===== src/rtl/flash_sample_sequencer.sv =====
// Flash sample sequencer: fetches one 32-bit word (two 16-bit samples) per
// flash read and plays the high bytes of both samples out on sample ticks,
// stepping the word address forward or backward with wrap and restart.
module flash_sample_sequencer #(
   parameter int unsigned       ADDR_W    = 23,
   parameter logic [ADDR_W-1:0] LAST_ADDR = 23'h7FFFF
) (
   input  logic              clk,
   input  logic              reset,
   input  logic              forward,
   input  logic              pause,
   input  logic              restart,
   input  logic              sample_tick,
   output logic              flash_read,
   output logic [ADDR_W-1:0] flash_address,
   input  logic              flash_waitrequest,
   input  logic              flash_readdatavalid,
   input  logic [31:0]       flash_readdata,
   output logic [7:0]        audio_data,
   output logic              audio_valid
);

   typedef enum logic [2:0] {
      IDLE,
      REQ,
      WAIT_DATA,
      PLAY_FIRST,
      PLAY_SECOND
   } state_t;

   state_t            state;
   logic              pending_tick;
   logic              restart_pending;
   logic [7:0]        first_byte;
   logic [7:0]        second_byte;
   logic              in_play;
   logic              eff_tick;
   logic              advance;
   logic [ADDR_W-1:0] next_addr;

   // Effective tick qualification and the address the next advance will load.
   // A restart pulse arriving on the advance cycle itself also wins.
   always_comb begin
      in_play  = (state == PLAY_FIRST) || (state == PLAY_SECOND);
      eff_tick = in_play && !pause && (sample_tick || pending_tick);
      advance  = eff_tick && (state == PLAY_SECOND);
      if (restart || restart_pending) begin
         next_addr = forward ? '0 : LAST_ADDR;
      end else if (forward) begin
         next_addr = (flash_address == LAST_ADDR) ? '0 : flash_address + ADDR_W'(1);
      end else begin
         next_addr = (flash_address == '0) ? LAST_ADDR : flash_address - ADDR_W'(1);
      end
   end

   // Sequencer FSM with registered flash request and audio outputs.
   always_ff @(posedge clk) begin
      if (reset) begin
         state           <= IDLE;
         flash_read      <= 1'b0;
         flash_address   <= '0;
         audio_data      <= '0;
         audio_valid     <= 1'b0;
         pending_tick    <= 1'b0;
         restart_pending <= 1'b0;
         first_byte      <= '0;
         second_byte     <= '0;
      end else begin
         audio_valid <= 1'b0;

         if (advance) begin
            restart_pending <= 1'b0;
         end else if (restart) begin
            restart_pending <= 1'b1;
         end

         if (eff_tick) begin
            pending_tick <= 1'b0;
         end else if (sample_tick && !pause && !in_play) begin
            pending_tick <= 1'b1;
         end

         case (state)
            IDLE: begin
               if (!pause) begin
                  state      <= REQ;
                  flash_read <= 1'b1;
               end
            end
            REQ: begin
               if (!flash_waitrequest) begin
                  state      <= WAIT_DATA;
                  flash_read <= 1'b0;
               end
            end
            WAIT_DATA: begin
               if (flash_readdatavalid) begin
                  first_byte  <= forward ? flash_readdata[15:8]  : flash_readdata[31:24];
                  second_byte <= forward ? flash_readdata[31:24] : flash_readdata[15:8];
                  state       <= PLAY_FIRST;
               end
            end
            PLAY_FIRST: begin
               if (eff_tick) begin
                  audio_data  <= first_byte;
                  audio_valid <= 1'b1;
                  state       <= PLAY_SECOND;
               end
            end
            PLAY_SECOND: begin
               if (eff_tick) begin
                  audio_data    <= second_byte;
                  audio_valid   <= 1'b1;
                  flash_address <= next_addr;
                  state         <= IDLE;
               end
            end
            default: state <= IDLE;
         endcase
      end
   end

endmodule

===== config.mk =====
export PLATFORM = sky130hd
export DESIGN_NAME = flash_sample_sequencer
export DESIGN_NICKNAME = d
export VERILOG_FILES = /design/src/rtl/flash_sample_sequencer.sv
export SDC_FILE = /design/constraint.sdc
export NUM_CORES = 1
export LEC_CHECK = 0
export CORE_ASPECT_RATIO = 0.75
export CORE_MARGIN = 2
export CORE_UTILIZATION = 48
export DETAILED_ROUTE_END_ITERATION = 8
export PLACE_DENSITY = 0.78
export SYNTH_ARGS = -nofsm -noshare
export SYNTH_HDL_FRONTEND = slang
export SYNTH_SLANG_ARGS = --single-unit

===== constraint.sdc =====
create_clock -name clk -period 4 [get_ports clk]
set_input_delay 0.8 -clock clk [delete_from_list [all_inputs] [get_ports clk]]
set_output_delay 0.8 -clock clk [all_outputs]
set_load 0.02 [all_outputs]

Figure 1. Gate families picked out (run 1).
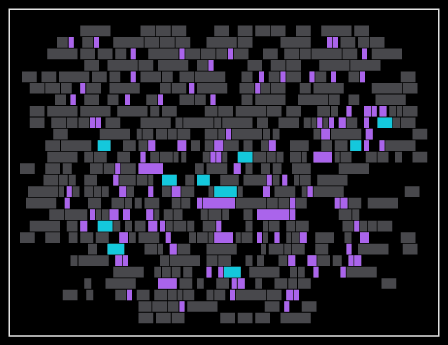
non-inverting ao/oa cells -> cyan  # cells 10
nor cells -> purple  # cells 102, most used nor2_1

Figure 2. A small window of the routed layout (run 1).
Scale bar: 5 µm. Window x 41 to 61, y 44 to 64 µm. Cells in grey, sequential cells in the stronger grey; small squares are vias.
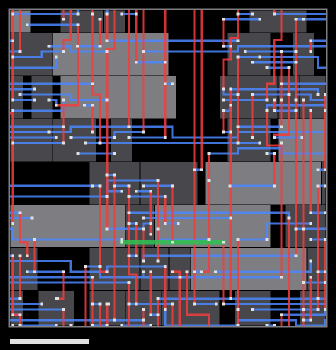
M2 -> red
M1 -> blue
M3 -> green
cells with their middle in the window = 35
most frequent = nor2_1 (6), dfxtp_1 (6)
sequential cells in the window = 6
netlist names of flops here include = `flash_address` (3)

==> changes_impl.md, run 1 <==
## Flow update

* Path class of the lowest-slack min-delay path: reg -> reg
* Initial standard-cell utilization of the core at between 40 and 50%
* Setup repair after global routing missed its margin: false
* Number of enable-type register cells in the synthesized netlist at 0
* Cell total in the yosys stat output at 423
* Chip Area, Yosys at between 3000 and 4000 µm²
* Busiest layer in global routing: met2
* Number of standard cells in the layout, taps in and fillers out at ~540
* Run status: finished, final reports clean
* Average wire per standard cell at between 15 and 20 µm
* Synthesized cell area at roughly 3400 µm²
* Number of register bits inferred by synthesis at approximately 54
* Fraction of registers with async set/reset at 0%
* Global placement routability congestion at ~0.84
* Clock transition at the register clock pins on the worst setup and hold paths after CTS at 0.10 ns
* Gate count of the mapped netlist at roughly 420
* Longest Clk Path Bufs at 2
* Final critical-path share of the clock period at between 70% and 80%
* Total Die Area at just under 8000 µm²
* Global-route wire length before repair at 14600 µm
* Register-to-Register Setup Slack at ~1.2 ns
* Number of buffers inserted by hold repair at cts at 0
* Horizontal die size at roughly 100 µm
* Worst reg2reg endpoint: flash_address[15]$_SDFFE_PP0P_
* Hold wc startpoint: flash_read$_SDFFE_PP0P_
* Top cell type's share of synthesized area at approximately a third
* Initial DRT Pass Iterations at 7
* HPWL Detailed at a little under 6000 µm
* Critical path start-end classification: in -> reg
* Total wire length at 8730 µm
* ANT nets after route at 0
* Power per cell area at approximately 250 nW/µm²
* Die height at around 77 µm
* Top Layout Cells: sky130_fd_sc_hd__nor2_1 (67), sky130_fd_sc_hd__dfxtp_1 (54), sky130_fd_sc_hd__clkdlybuf4s50_1 (54)
* Startpoint kind of the worst setup timing path: input pin
* Skew-Pair Late Insertion Delay at approximately 0.31 ns
* Shortest period the worst path allows at about 2.8 ns
* Cell Area, Placed at around 4000 µm²
* Simple logic cell fraction of the synthesized area at 26.7%
* Post-Place Cells at between 500 and 600
* Grt met3 use at ~3.5%
* Maximum number of pins on one net before global-route repair at ~54
* Area contributors post-synth: sky130_fd_sc_hd__dfxtp_1 (32%), sky130_fd_sc_hd__nor2_1 (7.4%), sky130_fd_sc_hd__mux2i_1 (7.3%)
* Post-synth top flop: sky130_fd_sc_hd__dfxtp_1
* Maximum fanout along the worst path at 6
* Arrival time worst endpoint at 3.07 ns
Figure 3. Wiring heat map (run 1).
20 x 15 tiles, from white (low) to dark blue (high), scaled to the fullest tile. Values are wire area over tile area, all layers added.
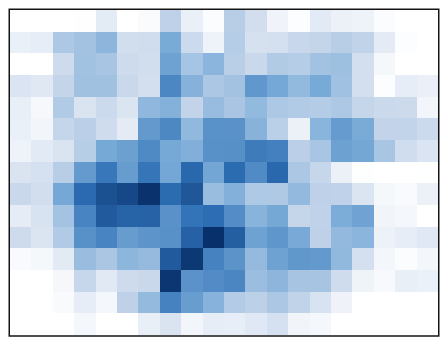
densest ninth of the die = centre
tiles over half the peak = 23%
nearly empty tiles = 13%
emptiest ninth of the die = south-east
fullest tile = 0.59
mean over tiles = 0.18

Figure 4. The clock network (run 1).
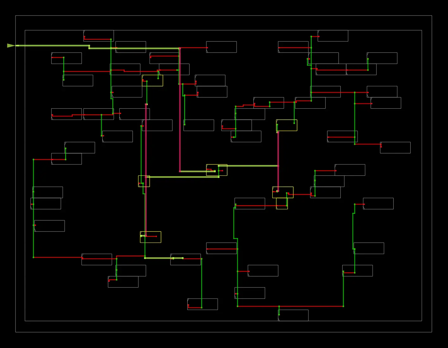
CTS buffer count: 5
clock tree sinks: 54
number of clock buffer instances in the layout: 5

-- run 1: critical path, stage by stage --
cell and delay, ns:
sky130_fd_sc_hd__clkdlybuf4s50_1 0.49, sky130_fd_sc_hd__nor2_1 0.37, sky130_fd_sc_hd__nand2_1 0.24, sky130_fd_sc_hd__a31oi_1 0.58, sky130_fd_sc_hd__and3_1 0.27, sky130_fd_sc_hd__o31ai_1 0.09, sky130_fd_sc_hd__a221oi_2 0.24
-- run 1: cell usage after synthesis, types with 4 or more instances --
| master | instances |
|---|---|
| sky130_fd_sc_hd__clkbuf_1 | 22 |
| sky130_fd_sc_hd__a31oi_1 | 10 |
| sky130_fd_sc_hd__xnor2_1 | 13 |
| sky130_fd_sc_hd__inv_1 | 7 |
| sky130_fd_sc_hd__nor3_1 | 20 |
| sky130_fd_sc_hd__xor2_1 | 7 |
| sky130_fd_sc_hd__and3_1 | 7 |
| sky130_fd_sc_hd__nor2_1 | 67 |
| sky130_fd_sc_hd__nor4_1 | 5 |
| sky130_fd_sc_hd__mux2i_1 | 25 |
| sky130_fd_sc_hd__buf_2 | 6 |
| sky130_fd_sc_hd__nand4b_1 | 4 |
| sky130_fd_sc_hd__o31ai_1 | 5 |
| sky130_fd_sc_hd__a211oi_1 | 32 |
| sky130_fd_sc_hd__nand2_1 | 18 |
| sky130_fd_sc_hd__nand3_1 | 14 |
| sky130_fd_sc_hd__nand4_1 | 8 |
| sky130_fd_sc_hd__o21ai_0 | 15 |
| sky130_fd_sc_hd__a21oi_1 | 18 |
| sky130_fd_sc_hd__dfxtp_1 | 54 |
-- run 1: layer usage --
metal	routed length, µm	part of all wire, %	vias to the layer above
met5	0	0	-
met4	105	1.2	0
met3	560	6.4	14
met2	3870	44	132
met1	4190	48	1556
li1	-	-	1646
-- run 1: worst max-delay path by stage --
| stage | startpoint | endpoint | slack [ns] | depth (start not counted) |
|---|---|---|---|---|
| after floorplan | flash_address[1]$_SDFFE_PP0P_ | flash_address[15]$_SDFFE_PP0P_ | 1.67 | 7 |
| after global placement | restart | flash_address[15]$_SDFFE_PP0P_ | 0.97 | 7 |
| after detailed placement | restart | flash_address[15]$_SDFFE_PP0P_ | 0.87 | 7 |
| after CTS | restart | flash_address[15]$_SDFFE_PP0P_ | 1.18 | 7 |
| after global routing | restart | flash_address[15]$_SDFFE_PP0P_ | 0.92 | 7 |
| final | restart | flash_address[15]$_SDFFE_PP0P_ | 1.16 | 7 |
-- run 1: state kept, by name, indices dropped and copies added (netlist names) --
register,flops
state,3
audio_data,8
pending_tick,1
restart_pending,1
first_byte,8
second_byte,8
audio_valid,1
flash_address,23
flash_read,1
-- run 1: power by group --
| group | internal (W) | leakage [nW] | total (W) | switching (W) |
|---|---|---|---|---|
| registers | 0.000551 | 0.437 | 0.000563 | 0.0000121 |
| clock network | 0.000120 | 0.0362 | 0.000306 | 0.000186 |
| logic | 0.0000579 | 0.959 | 0.000124 | 0.0000664 |
-- run 1: area by class of cell --
type | count | area, µm²
clock buffer | 5 | 68.8
tap | 84 | 105
fill | 631 | 2790
inverter | 7 | 26.3
clock inverter | 2 | 15.0
timing repair buffer | 61 | 588
sequential | 54 | 1080
multi-input combinational | 328 | 2150
Figure 5. Pin placement (run 1).
Scale bar: 20 µm. Pins as bars across the die edge, other pins in grey.
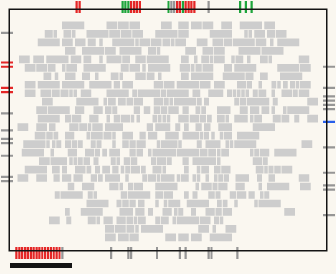

--- run 2 (diff from run 1) ---
==> constraint.sdc (replaced) <==
create_clock -name clk -period 2.7 [get_ports clk]
set_input_delay 0.54 -clock clk [delete_from_list [all_inputs] [get_ports clk]]
set_output_delay 0.54 -clock clk [all_outputs]
set_load 0.02 [all_outputs]
Figure 6. Pin placement (run 2).
Scale bar: 20 µm. Pins as bars across the die edge, other pins in grey.
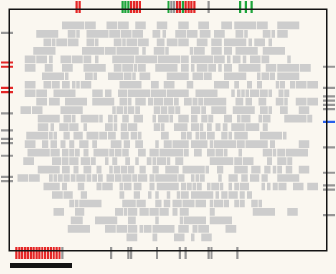
`audio_data` -> green  # pins 8, direction output, edge north
`reset` -> blue  # pins 1, direction input, edge east
`flash_readdata` -> red  # pins 32, direction input, edge 16 south, 12 north, 4 west
all pins by edge = 26 south, 23 north, 12 east, 12 west

==> run 2 against run 1 <==
  * Combinational power rose by 55%
  * Final cell count rose by 2.6%
  * Register-to-register slack got worse by 0.97 ns
  * Sequential share of layout area fell by 0.68 points
  * First-iteration DRC count rose by 11%
  * Hold slack barely moved
  * Via count rose by 2.2%
  * Final area rose by 2.6%
  * Clock-buffer cell count did not move
==> changes_impl.md, run 2 <==
## Flow update

* Register with the most flip-flops: flash_address
* Switching Fraction at 26.9% (+0.34 points)
* Number of buffers inserted by hold repair at cts at 0 (unchanged)
* Number of I/O port buffers at 56
* Initial DRT Pass Iterations at 4 (-3)
* Setup repair after global routing missed its margin: false
* Remaining max-slew budget at the tightest pin at between 50 and 60%
* Total grt overflow at 0
* Synthesized cell area at 3410 µm² (unchanged)
* Register-to-Register Setup Slack at 0.23 ns (-0.97 ns)
* Worst reg2reg endpoint: flash_address[14]$_SDFFE_PP0P_
* Run status: finished, final reports clean
* Critical path, cell by cell: ha_1 -> nand3_2 -> nor4_4 -> nand3_1 -> a311o_1 -> a222oi_1 -> nor2_1
* Maxcap violations at 0
* Global-route wire length before repair at 14600 µm (-0.38%)
* All-Layer GR Usage at roughly 23%
* Share of power burned in the clock network at 30.9% (about the same)
* Total Die Area at 7810 µm² (unchanged)
* Power Internal at 0.00109 W (+49%)
* CTS buffer count at 5 (unchanged)
* Path class of the lowest-slack min-delay path: reg -> reg
* OpenROAD warning count at ~44
* Max reg flops at 23 (unchanged)
* Cell type with the largest total area: sky130_fd_sc_hd__dfxtp_1
* Shortest period the worst path allows at 2.47 ns
* Max Fclk at around 400 MHz
* Number of global-route vias before repair at 3101
* Critical path start-end classification: reg -> reg
* Net switching power at 0.000400 W (+52%)
* Clock transition at the register clock pins on the worst setup and hold paths after CTS at 0.10 ns (about the same)
* Worst stage delay on the critical path at 0.49 ns (-0.09 ns)
* Final design area excluding fillers at slightly above 4000 µm²
* Final critical-path share of the clock period at 91.6%
* First element of the critical path: flash_address[1]$_SDFFE_PP0P_
* Startpoint kind of the worst setup timing path: flip-flop
* Crit path max-delay family: simple AND/OR/NAND/NOR gates
* Combinational fraction of design power at 13.0% (+0.5 points)
* Longest Clk Path Bufs at 2 (unchanged)
* Top cell type's share of synthesized area at 31.7% (unchanged)
* Top post-synthesis cells by count: sky130_fd_sc_hd__nor2_1 (67), sky130_fd_sc_hd__dfxtp_1 (54), sky130_fd_sc_hd__a211oi_1 (32)
* Post-route DRC violation count at 0
* Arrival time worst endpoint at 2.66 ns (-0.41 ns)
* Buffers plus inverters on the worst setup path at 0 (-1)
* Number of register bits inferred by synthesis at 54 (unchanged)
* Via count normalized by instance count at ~6.2
* Post-synth seq share at 31.7%
* Leak pwr at around 1.5 nW
* Slowest stage cell, crit path: sky130_fd_sc_hd__dfxtp_1
* Timing endpoint of the critical path: flash_address[14]$_SDFFE_PP0P_
* Die height at 77.0 µm (unchanged)
* Global placement routability congestion at 0.871 (+3.7%)
* Gate count of the mapped netlist at 423 (unchanged)
* Portion of total power attributed to sequential cells at 56.1% (-0.6 points)
* Final setup vio count at 0
* Fraction of final layout cells sized beyond drive strength 1 at approximately a tenth
* Number of nets in the final layout at between 500 and 600
* Total wire length at 8950 µm (+2.5%)
* Chip Area, Yosys at 3410 µm² (unchanged)
* Number of enable-type register cells in the synthesized netlist at 0 (unchanged)
* Area contributors post-synth: sky130_fd_sc_hd__dfxtp_1 (32%), sky130_fd_sc_hd__nor2_1 (7.4%), sky130_fd_sc_hd__mux2i_1 (7.3%)
* Peak ir drop on the vdd network at 0.198 mV
* Average wire per standard cell at 16.1 µm (about the same)
* Worst Path Required at 2.89 ns
* Min setup slack post-route at ~0.23 ns
* Dominant cell by count in the synthesized netlist: sky130_fd_sc_hd__nor2_1
* Final hold violation count at 0
* Via count of the routed design at roughly 3400
* Fin. max-slew vios at 0
* Fraction of registers with async set/reset at 0% (unchanged)
* HPWL Detailed at 6290 µm (+5.6%)
* Post-synth top flop: sky130_fd_sc_hd__dfxtp_1
* Clock tree sinks at 54 (unchanged)
* Cell total in the yosys stat output at 423 (unchanged)
* Top Layout Cells: sky130_fd_sc_hd__nor2_1 (67), sky130_fd_sc_hd__dfxtp_1 (54), sky130_fd_sc_hd__clkdlybuf4s50_1 (54)
* Worst Reg2Reg Path Length in Cells at 7
* Number of buffers added for setup after CTS at 0
* Cell Area, Placed at 4060 µm² (+2.7%)
* Most used logic cell in the final layout: sky130_fd_sc_hd__nor2_1
* Maximum fanout along the worst path at 9 (+3)
* Power per cell area at 358 nW/µm² (+46%)
* Maximum number of pins on one net before global-route repair at 53 (-1.9%)
* Critical path depth in cells at 7 (unchanged)
* ANT nets after route at 0 (unchanged)
* Initial standard-cell utilization of the core at 49.9% (unchanged)
* Horizontal die size at 101 µm (unchanged)
* Sort of element at the end of the critical path: flip-flop
Figure 7. The clock network (run 2).
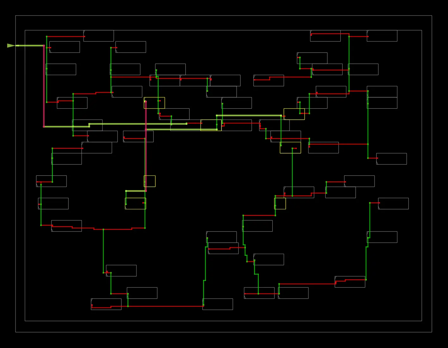
clock network power: 0.000459 W
Skew-Pair Late Insertion Delay: 0.31 ns
skew final: 0.0104 ns

-- run 2: cell counts after synthesis --
Identical to the previous run, type by type.
-- run 2: cell type report --
cell class,count,area [µm²]
Clock buffer,5,68.8
Sequential cell,54,1080
Multi-Input combinational cell,328,2150
Tap cell,84,105
Inverter,7,26.3
Clock inverter,2,15.0
Fill cell,639,2690
Timing Repair Buffer,75,693
-- run 2: logic make-up (layout without fill, tap and decap cells) --
family,Yosys count,count (layout),share of synthesized area (%)
buffers and inverters,41,89,5.32
adders and majority gates,3,3,1.10
muxes,25,25,7.33
AOI/OAI and AO/OA,109,109,22.8
and+or+nand+nor,171,171,26.7
DFF,54,54,31.7
xor gates and xnor gates,20,20,5.13
-- run 2: per-stage QoR --
stage	std cells	util, %	total power (W)
floorplan	423	-	0.000966
global placement	548	59.4	0.00104
detailed placement	548	59.4	0.00104
CTS	555	60.7	0.00149
global route	555	60.7	0.00154
finish	555	60.7	0.00149
-- run 2: routing by layer --
layer,GRT usage (%),routed length [µm],up-vias
met5,0,0,-
met4,6.76,104,0
met3,3.83,617,11
met2,34.8,3970,146
met1,32.6,4260,1596
li1,-,-,1668
-- run 2: worst min-delay path by stage --
stage,start,end,slack (ns),depth (start not counted)
final,flash_read$_SDFFE_PP0P_,flash_read$_SDFFE_PP0P_,0.50,2
after floorplan,first_byte[0]$_SDFFE_PP0P_,first_byte[0]$_SDFFE_PP0P_,0.48,2
after CTS,flash_read$_SDFFE_PP0P_,flash_read$_SDFFE_PP0P_,0.50,2
after global routing,first_byte[7]$_SDFFE_PP0P_,first_byte[7]$_SDFFE_PP0P_,0.53,2
after detailed placement,flash_read$_SDFFE_PP0P_,flash_read$_SDFFE_PP0P_,0.49,2
after global placement,flash_address[22]$_SDFFE_PP0P_,flash_address[22]$_SDFFE_PP0P_,0.47,1
-- run 2: worst register-to-register path: stages (launching register included) --
cell and delay, ns:
sky130_fd_sc_hd__dfxtp_1 0.49, sky130_fd_sc_hd__ha_1 0.27, sky130_fd_sc_hd__nand3_2 0.14, sky130_fd_sc_hd__nor4_4 0.48
sky130_fd_sc_hd__nand3_1 0.15, sky130_fd_sc_hd__a311o_1 0.39, sky130_fd_sc_hd__a222oi_1 0.35, sky130_fd_sc_hd__nor2_1 0.08
-- run 2: power groups by stage --
stage	logic [W]	clock network, W	registers [W]
3_5_place_dp	0.000191	0	0.000852
6_report	0.000192	0.000459	0.000833
2_1_floorplan	0.000119	0	0.000847
5_1_grt	0.000211	0.000494	0.000837
4_1_cts	0.000192	0.000467	0.000833
3_3_place_gp	0.000185	0	0.000851
--- run 3 (diff from run 2) ---
--- a/config.mk
+++ b/config.mk
@@ -8,6 +8,7 @@
 export CORE_ASPECT_RATIO = 0.75
 export CORE_MARGIN = 2
 export CORE_UTILIZATION = 48
+export CTS_BUF_LIST = sky130_fd_sc_hd__clkbuf_8
 export DETAILED_ROUTE_END_ITERATION = 8
 export PLACE_DENSITY = 0.78
 export SYNTH_ARGS = -nofsm -noshare
Figure 8. Gate families picked out (run 3).
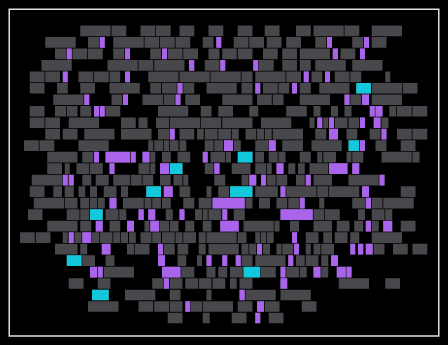
nor cells -> purple  # cells 102, most used nor2_1, where all over the die
non-inverting ao/oa cells -> cyan  # cells 10

Figure 9. A small window of the routed layout (run 3).
Scale bar: 5 µm. Window x 41 to 61, y 44 to 64 µm. Cells in grey, sequential cells in the stronger grey; small squares are vias.
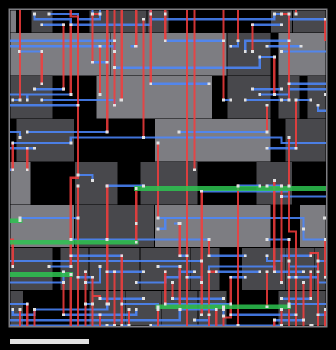
M3 -> green
M2 -> red
M1 -> blue
netlist names of flops here include = `audio_data` (2), `flash_address` (2)
cells with their middle in the window = 33
sequential cells in the window = 6
most frequent = dfxtp_1 (6), nor2_1 (4)

==> run 3 against run 2 <==
  * Final cell count stayed put
  * Register-to-register slack hardly changed
  * Synthesized area stayed put
  * Die size did not move
  * Via count unchanged
  * Clock-buffer cell count unchanged
  * Total power unchanged
  * Critical path depth did not move
  * Sequential power hardly changed
==> changes_impl.md, run 3 <==
## Flow update

* Run status: finished, final reports clean
* Buffers plus inverters on the worst setup path at 0 (unchanged)
* Die height at 77.0 µm (unchanged)
* Critical path start-end classification: reg -> reg
* Max reg flops at 23 (unchanged)
* Worst stage delay on the critical path at 0.49 ns (about the same)
* Register-to-Register Setup Slack at 0.23 ns (about the same)
* Adder-cell share of the synthesized area at 1.10% (unchanged)
* Most used logic cell in the final layout: sky130_fd_sc_hd__nor2_1
* Top cell type's share of synthesized area at 31.7% (unchanged)
* Post-Place Cells at 548 (unchanged)
* Startpoint kind of the worst setup timing path: flip-flop
* Total area of sequential cells at 1080 µm² (unchanged)
* Synthesized cell area at 3410 µm² (unchanged)
* Hold EP: flash_read$_SDFFE_PP0P_
* Number of nets in the final layout at 514 (unchanged)
* Final hold violation count at 0 (unchanged)
* Longest Clk Path Bufs at 2 (unchanged)
* Skew final at 0.0104 ns (unchanged)
* Maxcap violations at 0 (unchanged)
* Setup repair after global routing missed its margin: false
* Leak pwr at 1.50 nW (unchanged)
* Highest Signal Layer: met4
* Crit path max-delay family: simple AND/OR/NAND/NOR gates
* Number of buffers added for setup after CTS at 0 (unchanged)
* Initial standard-cell utilization of the core at 49.9% (unchanged)
* Fin. max-slew vios at 0 (unchanged)
* Peak ir drop on the vdd network at 0.198 mV (unchanged)
* Final critical-path share of the clock period at 91.6% (unchanged)
* # fillers at 639 (unchanged)
* Worst Path Required at 2.89 ns (about the same)
* ANT nets after route at 0 (unchanged)
* Cell total in the yosys stat output at 423 (unchanged)
* Largest logic family: simple AND/OR/NAND/NOR gates
* Number of standard cells in the layout, taps in and fillers out at 555 (unchanged)
* Total Die Area at 7810 µm² (unchanged)
* Final setup vio count at 0 (unchanged)
* Total power of the final layout at 0.00149 W (unchanged)
* Total wire length at 8950 µm (unchanged)
* Arrival time worst endpoint at 2.66 ns (about the same)
* Maximum number of pins on one net before global-route repair at 53 (unchanged)
* Number of I/O port buffers at 56 (unchanged)
* Top Layout Cells: sky130_fd_sc_hd__nor2_1 (67), sky130_fd_sc_hd__dfxtp_1 (54), sky130_fd_sc_hd__clkdlybuf4s50_1 (54)
* XOR/XNOR share of the synthesized area at 5.13% (unchanged)
* Worst Reg2Reg Path Length in Cells at 7 (unchanged)
* Cell type with the largest total area: sky130_fd_sc_hd__dfxtp_1
* Core utilization of the finished layout at 60.7% (unchanged)
* Maximum fanout along the worst path at 9 (unchanged)
* Met2 WL at 3970 µm (unchanged)
* Number of global-route vias before repair at 3101 (unchanged)
* All-Layer GR Usage at 22.7% (unchanged)
* Total grt overflow at 0 (unchanged)
* Power per cell area at 358 nW/µm² (unchanged)
* Number of buffers inserted by hold repair at cts at 0 (unchanged)
* Power Internal at 0.00109 W (unchanged)
* Chip Area, Yosys at 3410 µm² (unchanged)
* Combinational fraction of design power at 13.0% (about the same)
* Via count of the routed design at 3421 (unchanged)
-- run 3: cell counts after synthesis --
Identical to the previous run, type by type.
-- run 3: cell type report --
| type | instances | share of cell area (%) |
|---|---|---|
| Timing Repair Buffer | 75 | 16.7 |
| Inverter | 7 | 0.634 |
| Clock inverter | 2 | 0.362 |
| Clock buffer | 5 | 1.66 |
| Tap cell | 84 | 2.54 |
| Multi-Input combinational cell | 328 | 52.0 |
| Sequential cell | 54 | 26.1 |
-- run 3: logic make-up after synthesis --
family	count (synthesis)
xor gates and xnor gates	20
DFF	54
buffers and inverters	41
adders and majority gates	3
and+or+nand+nor	171
AOI/OAI and AO/OA	109
muxes	25
-- run 3: worst min-delay path: cells and delay by family (launching register included) --
kind | cells | cell delay (ns)
AOI/OAI and AO/OA | 2 | 0.12
DFF | 1 | 0.34
-- run 3: worst max path at each step --
stage                                                end  cells after the start                     startpoint
after floorplan           flash_address[15]$_SDFFE_PP0P_                      7  flash_address[1]$_SDFFE_PP0P_
after global placement    flash_address[14]$_SDFFE_PP0P_                      7                          pause
after detailed placement  flash_address[14]$_SDFFE_PP0P_                      7                          pause
after CTS                 flash_address[14]$_SDFFE_PP0P_                      7  flash_address[1]$_SDFFE_PP0P_
after global routing      flash_address[14]$_SDFFE_PP0P_                      7  flash_address[1]$_SDFFE_PP0P_
final                     flash_address[14]$_SDFFE_PP0P_                      7  flash_address[1]$_SDFFE_PP0P_
-- run 3: power by group through the flow --
| stage | registers (W) | clock network, W | logic, W |
|---|---|---|---|
| detailed placement | 0.000852 | 0 | 0.000191 |
| global route | 0.000837 | 0.000494 | 0.000211 |
| finish | 0.000833 | 0.000459 | 0.000192 |
| floorplan | 0.000847 | 0 | 0.000119 |
| CTS | 0.000833 | 0.000467 | 0.000192 |
| global placement | 0.000851 | 0 | 0.000185 |
-- run 3: metal layers --
metal	global-route usage [%]	vias up
met1	32.6	1596
met4	6.76	0
met2	34.8	146
met5	0	-
met3	3.83	11
li1	-	1668
-- run 3: stage by stage --
step	setup WS, ns	area [µm²]
3_3_place_gp	0.236	4060
2_1_floorplan	0.369	3410
3_5_place_dp	0.157	4060
4_1_cts	0.248	4140
6_report	0.227	4140
5_1_grt	0.0727	4140
Power figures rest on the tool's default switching activity, not on a simulated workload.
